==> config.mk <==
export PLATFORM = sky130hd
export DESIGN_NAME = siso_frame_ctrl
export DESIGN_NICKNAME = d
export VERILOG_FILES = /design/src/rtl/siso_frame_ctrl.sv
export SDC_FILE = /design/constraint.sdc
export NUM_CORES = 1
export LEC_CHECK = 0
export CAP_MARGIN = 10
export CORE_UTILIZATION = 53
export DETAILED_ROUTE_END_ITERATION = 10
export PLACE_DENSITY = 0.77
export SLEW_MARGIN = 20
export SYNTH_ARGS = -nofsm -noshare
export SYNTH_HDL_FRONTEND = slang
export SYNTH_SLANG_ARGS = --single-unit
==> constraint.sdc <==
create_clock -name clk -period 1.9 [get_ports clk]
set_input_delay 0.38 -clock clk [delete_from_list [all_inputs] [get_ports clk]]
set_output_delay 0.38 -clock clk [all_outputs]
set_load 0.05 [all_outputs]
==> src/rtl/siso_frame_ctrl.sv <==
// siso_frame_ctrl: parallel-in, serial-out frame controller.
// Serializes a captured WIDTH-bit word as a frame on dout:
// start bit (0), data LSB first, optional even-parity bit, stop bit (1),
// then GAP idle-high cycles. The line idles at 1.
module siso_frame_ctrl #(
    parameter int unsigned WIDTH = 8,
    parameter int unsigned GAP   = 2
) (
    input  logic             clk,
    input  logic             reset,
    input  logic             in_valid,
    input  logic [WIDTH-1:0] in_data,
    input  logic             parity_en,
    output logic             in_ready,
    output logic             dout,
    output logic             busy,
    output logic             frame_done
);

    // Bit counter is at least one bit wide so WIDTH=1 still elaborates.
    localparam int unsigned CNT_W = (WIDTH > 1) ? $clog2(WIDTH) : 1;
    localparam logic [CNT_W-1:0] BIT_LAST = CNT_W'(WIDTH - 1);
    // Last gap count; unused when GAP=0 because the GAP state is never entered.
    localparam logic [3:0] GAP_LAST = (GAP > 0) ? 4'(GAP - 1) : 4'd0;

    typedef enum logic [2:0] {
        StIdle,
        StStart,
        StData,
        StParity,
        StStop,
        StGap
    } state_e;

    state_e           state_q,   state_d;
    logic [WIDTH-1:0] shreg_q,   shreg_d;
    logic [CNT_W-1:0] bit_cnt_q, bit_cnt_d;
    logic [3:0]       gap_cnt_q, gap_cnt_d;
    logic             par_en_q,  par_en_d;
    logic             par_bit_q, par_bit_d;
    logic             dout_q,    dout_d;

    // State and datapath registers; reset returns the line to idle-high.
    always_ff @(posedge clk or posedge reset) begin
        if (reset) begin
            state_q   <= StIdle;
            shreg_q   <= '0;
            bit_cnt_q <= '0;
            gap_cnt_q <= '0;
            par_en_q  <= 1'b0;
            par_bit_q <= 1'b0;
            dout_q    <= 1'b1;
        end else begin
            state_q   <= state_d;
            shreg_q   <= shreg_d;
            bit_cnt_q <= bit_cnt_d;
            gap_cnt_q <= gap_cnt_d;
            par_en_q  <= par_en_d;
            par_bit_q <= par_bit_d;
            dout_q    <= dout_d;
        end
    end

    // Next-state logic; dout_d is the line value for the state being entered,
    // so the registered dout changes on the same edge as the state.
    always_comb begin
        state_d   = state_q;
        shreg_d   = shreg_q;
        bit_cnt_d = bit_cnt_q;
        gap_cnt_d = gap_cnt_q;
        par_en_d  = par_en_q;
        par_bit_d = par_bit_q;
        dout_d    = dout_q;

        unique case (state_q)
            StIdle: begin
                dout_d = 1'b1;
                if (in_valid) begin
                    // Capture everything the frame needs; later input changes are ignored.
                    shreg_d   = in_data;
                    par_en_d  = parity_en;
                    par_bit_d = ^in_data;
                    bit_cnt_d = '0;
                    state_d   = StStart;
                    dout_d    = 1'b0;
                end
            end

            StStart: begin
                state_d   = StData;
                dout_d    = shreg_q[0];
                shreg_d   = shreg_q >> 1;
                bit_cnt_d = '0;
            end

            StData: begin
                // bit_cnt_q indexes the bit currently on the line.
                if (bit_cnt_q == BIT_LAST) begin
                    bit_cnt_d = '0;
                    if (par_en_q) begin
                        state_d = StParity;
                        dout_d  = par_bit_q;
                    end else begin
                        state_d = StStop;
                        dout_d  = 1'b1;
                    end
                end else begin
                    bit_cnt_d = bit_cnt_q + CNT_W'(1);
                    dout_d    = shreg_q[0];
                    shreg_d   = shreg_q >> 1;
                end
            end

            StParity: begin
                state_d = StStop;
                dout_d  = 1'b1;
            end

            StStop: begin
                dout_d    = 1'b1;
                gap_cnt_d = '0;
                if (GAP > 0) begin
                    state_d = StGap;
                end else begin
                    state_d = StIdle;
                end
            end

            StGap: begin
                dout_d = 1'b1;
                if (gap_cnt_q == GAP_LAST) begin
                    gap_cnt_d = '0;
                    state_d   = StIdle;
                end else begin
                    gap_cnt_d = gap_cnt_q + 4'd1;
                end
            end

            default: begin
                state_d = StIdle;
                dout_d  = 1'b1;
            end
        endcase
    end

    // Status outputs decoded straight from the state register.
    always_comb begin
        in_ready   = (state_q == StIdle);
        busy       = (state_q != StIdle);
        frame_done = (state_q == StStop);
        dout       = dout_q;
    end

endmodule

gate_families.png
Scale bar: 10 um.
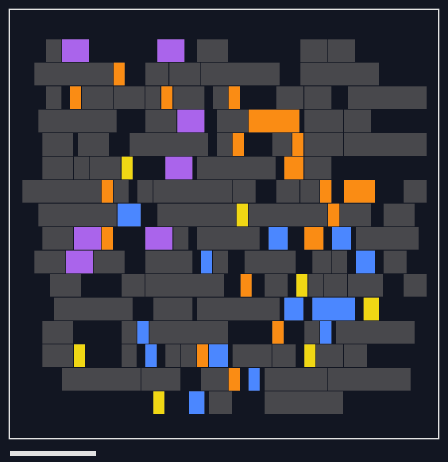
legend:
  orange:
    family: NOR gates
    cells: 18
  purple:
    family: XOR/XNOR gates
    cells: 7
  blue:
    family: NAND gates
    cells: 13
  yellow:
    family: inverters
    cells: 7
most frequent logic cell in the layout: dfrtp_1
final cell count without fillers: 163
Comb area share: 42.6%

clock_map.png
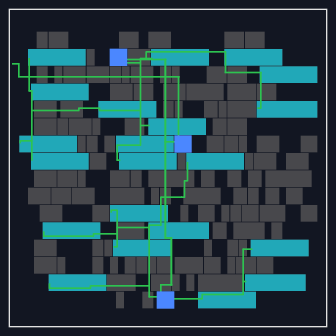
legend:
  blue:
    item: cells driving clock nets
    count: 3
  green:
    item: clock wires
    length: 274 um
  cyan:
    item: flip-flops
    count: 21
routed clock nets: 4
Clk Latency, worst-skew pair: 0.31 ns
P_clk: 0.224 mW
part of the power in the clock network: 9.7%

==> impl_metrics.csv <==
group,metric,value,unit
status,run_status,"completed",
yosys,netlist_area,1200,um^2
cells_and_area,area_growth,19.9,%
grt,grt.met2_usage,37.4,%
route,detail_route.vias_per_cell,5.58,
sta,fmax,549,MHz
sta,worst_slack,0.0795,ns
critical_path,cp_max_fo,13,
flow_run,tool_warnings,27,
cells_and_area,lay_top_cells,"dfrtp_1, nor2_1, clkdlybuf4s50_1",
route,drtAntennaViolNets,0,
cells_and_area,nets,153,
pwr,p_leak,0.628,nW
floorplan,io_pins,16,
grt,grt_pass1_wl,4050,um
clocking,clock-sinks,21,
yosys,yosysChipArea,1200,um^2
critical_path,crit_type,"register to output pin",
clocking,cts_buffer_depth,2,
cells_and_area,diodes,0,
floorplan,die-area,2460,um^2
sta,period_used_share,95.8,%
grt,grt_pass1_vias,913,
critical_path,cpMaxStageDelayCell,"dfrtp_2",
critical_path,ff2ff_path_depth,7,
sta,fin_skew,0.00149,ns
clocking,cts_tree,"built",
grt,grt_overflow,0,
sta,final_hold_viol_count,0,
cells_and_area,drive_gt1_share,18.4,%
placement,dp_cells,158,
placement,placed_area,1400,um^2
sta,tns,0,ns
grt,grt_max_degree,17,
floorplan,die_h,49.6,um
pwr,power_density,1610,nW/um^2
yosys,syn-num-nets,133,
pwr,total_power,2.32,mW
sta,slew_violations,0,
yosys,yosys.stat.seqShare,43.9,%
critical_path,startpoint,"state_q[1]$_DFFE_PP0P_",
yosys,ys.flop_type,"dfrtp_1",
critical_path,required,1.52,ns
route,drc,0,
critical_path,critPathCapture,"in_ready",
sta,worst_slew_pin_slew,0.434,ns
hold_path,min_path_type,"input pin to async pin",
yosys,ys_types,36,
clocking,htreeDepth,1,
route,drt_iter0_drc,17,
floorplan,die_w,49.6,um
route,wl_met2,1090,um
floorplan,rows,16,
sta,finalCriticalPeriod,1.82,ns
clocking,clk_pin_slew_worst_paths,0.12,ns
floorplan,core_area,2040,um^2
placement,io_buffers,15,
pwr,peakVddDrop,0.955,mV
clocking,cts_buffers,3,
sta,rsz0062_at_grt,"false",
placement,place_ws,0.216,ns
yosys,ys_warn_count,0,
critical_path,reg2reg_from,"bit_cnt_q[0]$_DFFE_PP0P_",
route,dr_wl_met3,88,um
placement,dp_hpwl,1720,um
critical_path,ff2ff_setup_slack,0.18,ns
yosys,synth_cells,117,
critical_path,reg2reg_to,"shreg_q[5]$_DFFE_PP0P_",
critical_path,critical_path_arrival,1.44,ns
yosys,ys_cells,117,
placement,routabilityCongestion,0.759,
sta,holdWs,0.341,ns
route,top_layer,"met4",
critical_path,endpoint_kind,"output pin",
critical_path,max_stage_delay,0.51,ns
route,drtPass1Iterations,4,
sta,setup_viol,0,
flow_run,maxCapViolCount,0,
yosys,async_flop_share,100,%
clocking,root_buffer,"clkbuf_4",
drive_strength.png
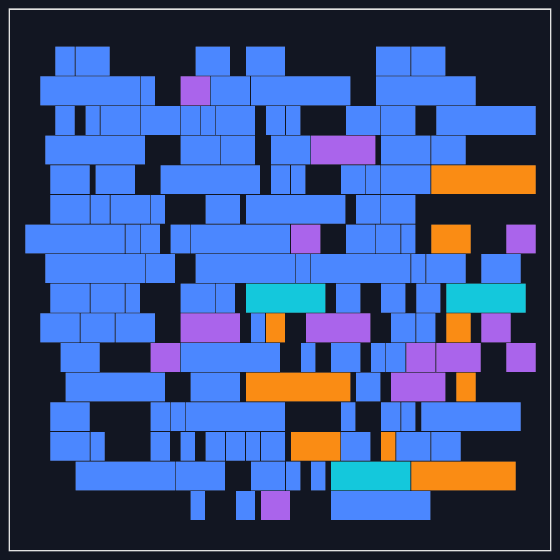
legend:
  cyan:
    size: drive 6 and up
    cells: 3
    share: 2.2%
  purple:
    size: drive 3 to 4
    cells: 13
    share: 9.6%
  orange:
    size: drive 2
    cells: 9
    share: 6.6%
  blue:
    size: drive 1 or less
    cells: 111
    share: 82%

final_congestion.png
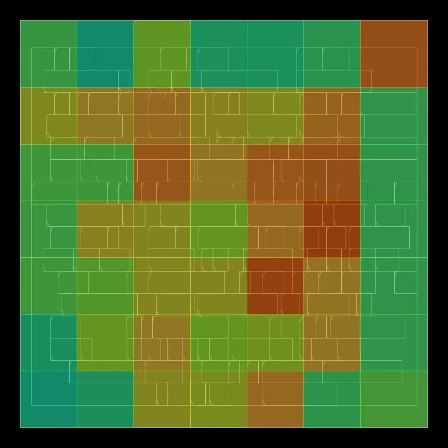
grt met3 use: 3.70%
GRT Overall Usage: 22.1%
DR WL/cell: 13.7 um
post-layout util: 70.5%
gr busiest metal: met2

## synthesized netlist by cell type, types with 2 or more instances
library cell,instances,area share (%)
dfrtp_1,20,42
nor2_1,14,4.4
a21oi_1,8,3.3
mux2i_1,8,6.7
xnor2_1,7,5.1
a22o_1,6,4.4
inv_1,5,1.6
nand2_1,5,1.6
ha_1,4,4.2
nand2b_1,4,2.1
o21ai_0,4,1.7
o21ai_1,4,1.7
buf_2,2,0.83
buf_6,2,1.9
nor2b_1,2,1.0
o21a_1,2,1.3
## worst max-delay path, delay by kind of cell, from the launching register on
kind                   cells  cell delay [ns]
buffers and inverters      2             0.21
DFF                        1             0.51
and+or+nand+nor            1             0.40
## timing repair
item / CTS / global route
setup endpoints to repair: 2 / 3
hold buffers: 0 / 0
buffers inserted: 0 / 1
pin swaps: 0 / 0
resized: 1 / 1
hold endpoints to repair: 0 / 0
## power breakdown
group | internal [mW] | switching, mW
clock | 0.0789 | 0.145
sequential | 0.640 | 0.181
combinational | 0.605 | 0.667
total | 1.32 | 0.993
## cell families after synthesis
family | share of synthesized area [%]
AND/OR/NAND/NOR | 15.4
multiplexers | 7.92
XOR/XNOR | 5.11
adder cells (fa/ha/maj) | 4.17
AND-OR/OR-AND | 18.5
buffers and inverters | 5.00
flip-flops | 43.9
## sequential cells by signal (all words and copies together) (netlist names)
signal / flops
dout: 1
par_en_q: 1
par_bit_q: 1
shreg_q: 8
state_q: 3
gap_cnt_q: 4
bit_cnt_q: 3
## cell type report
type,instances,area (um^2)
Inverter,7,27.5
Multi-Input combinational cell,85,613
Clock buffer,3,22.5
Timing Repair Buffer,19,208
Sequential cell,21,529
Fill cell,165,603
Tap cell,27,33.8
Clock inverter,1,5.00
Power and IR drop assume default switching activity.
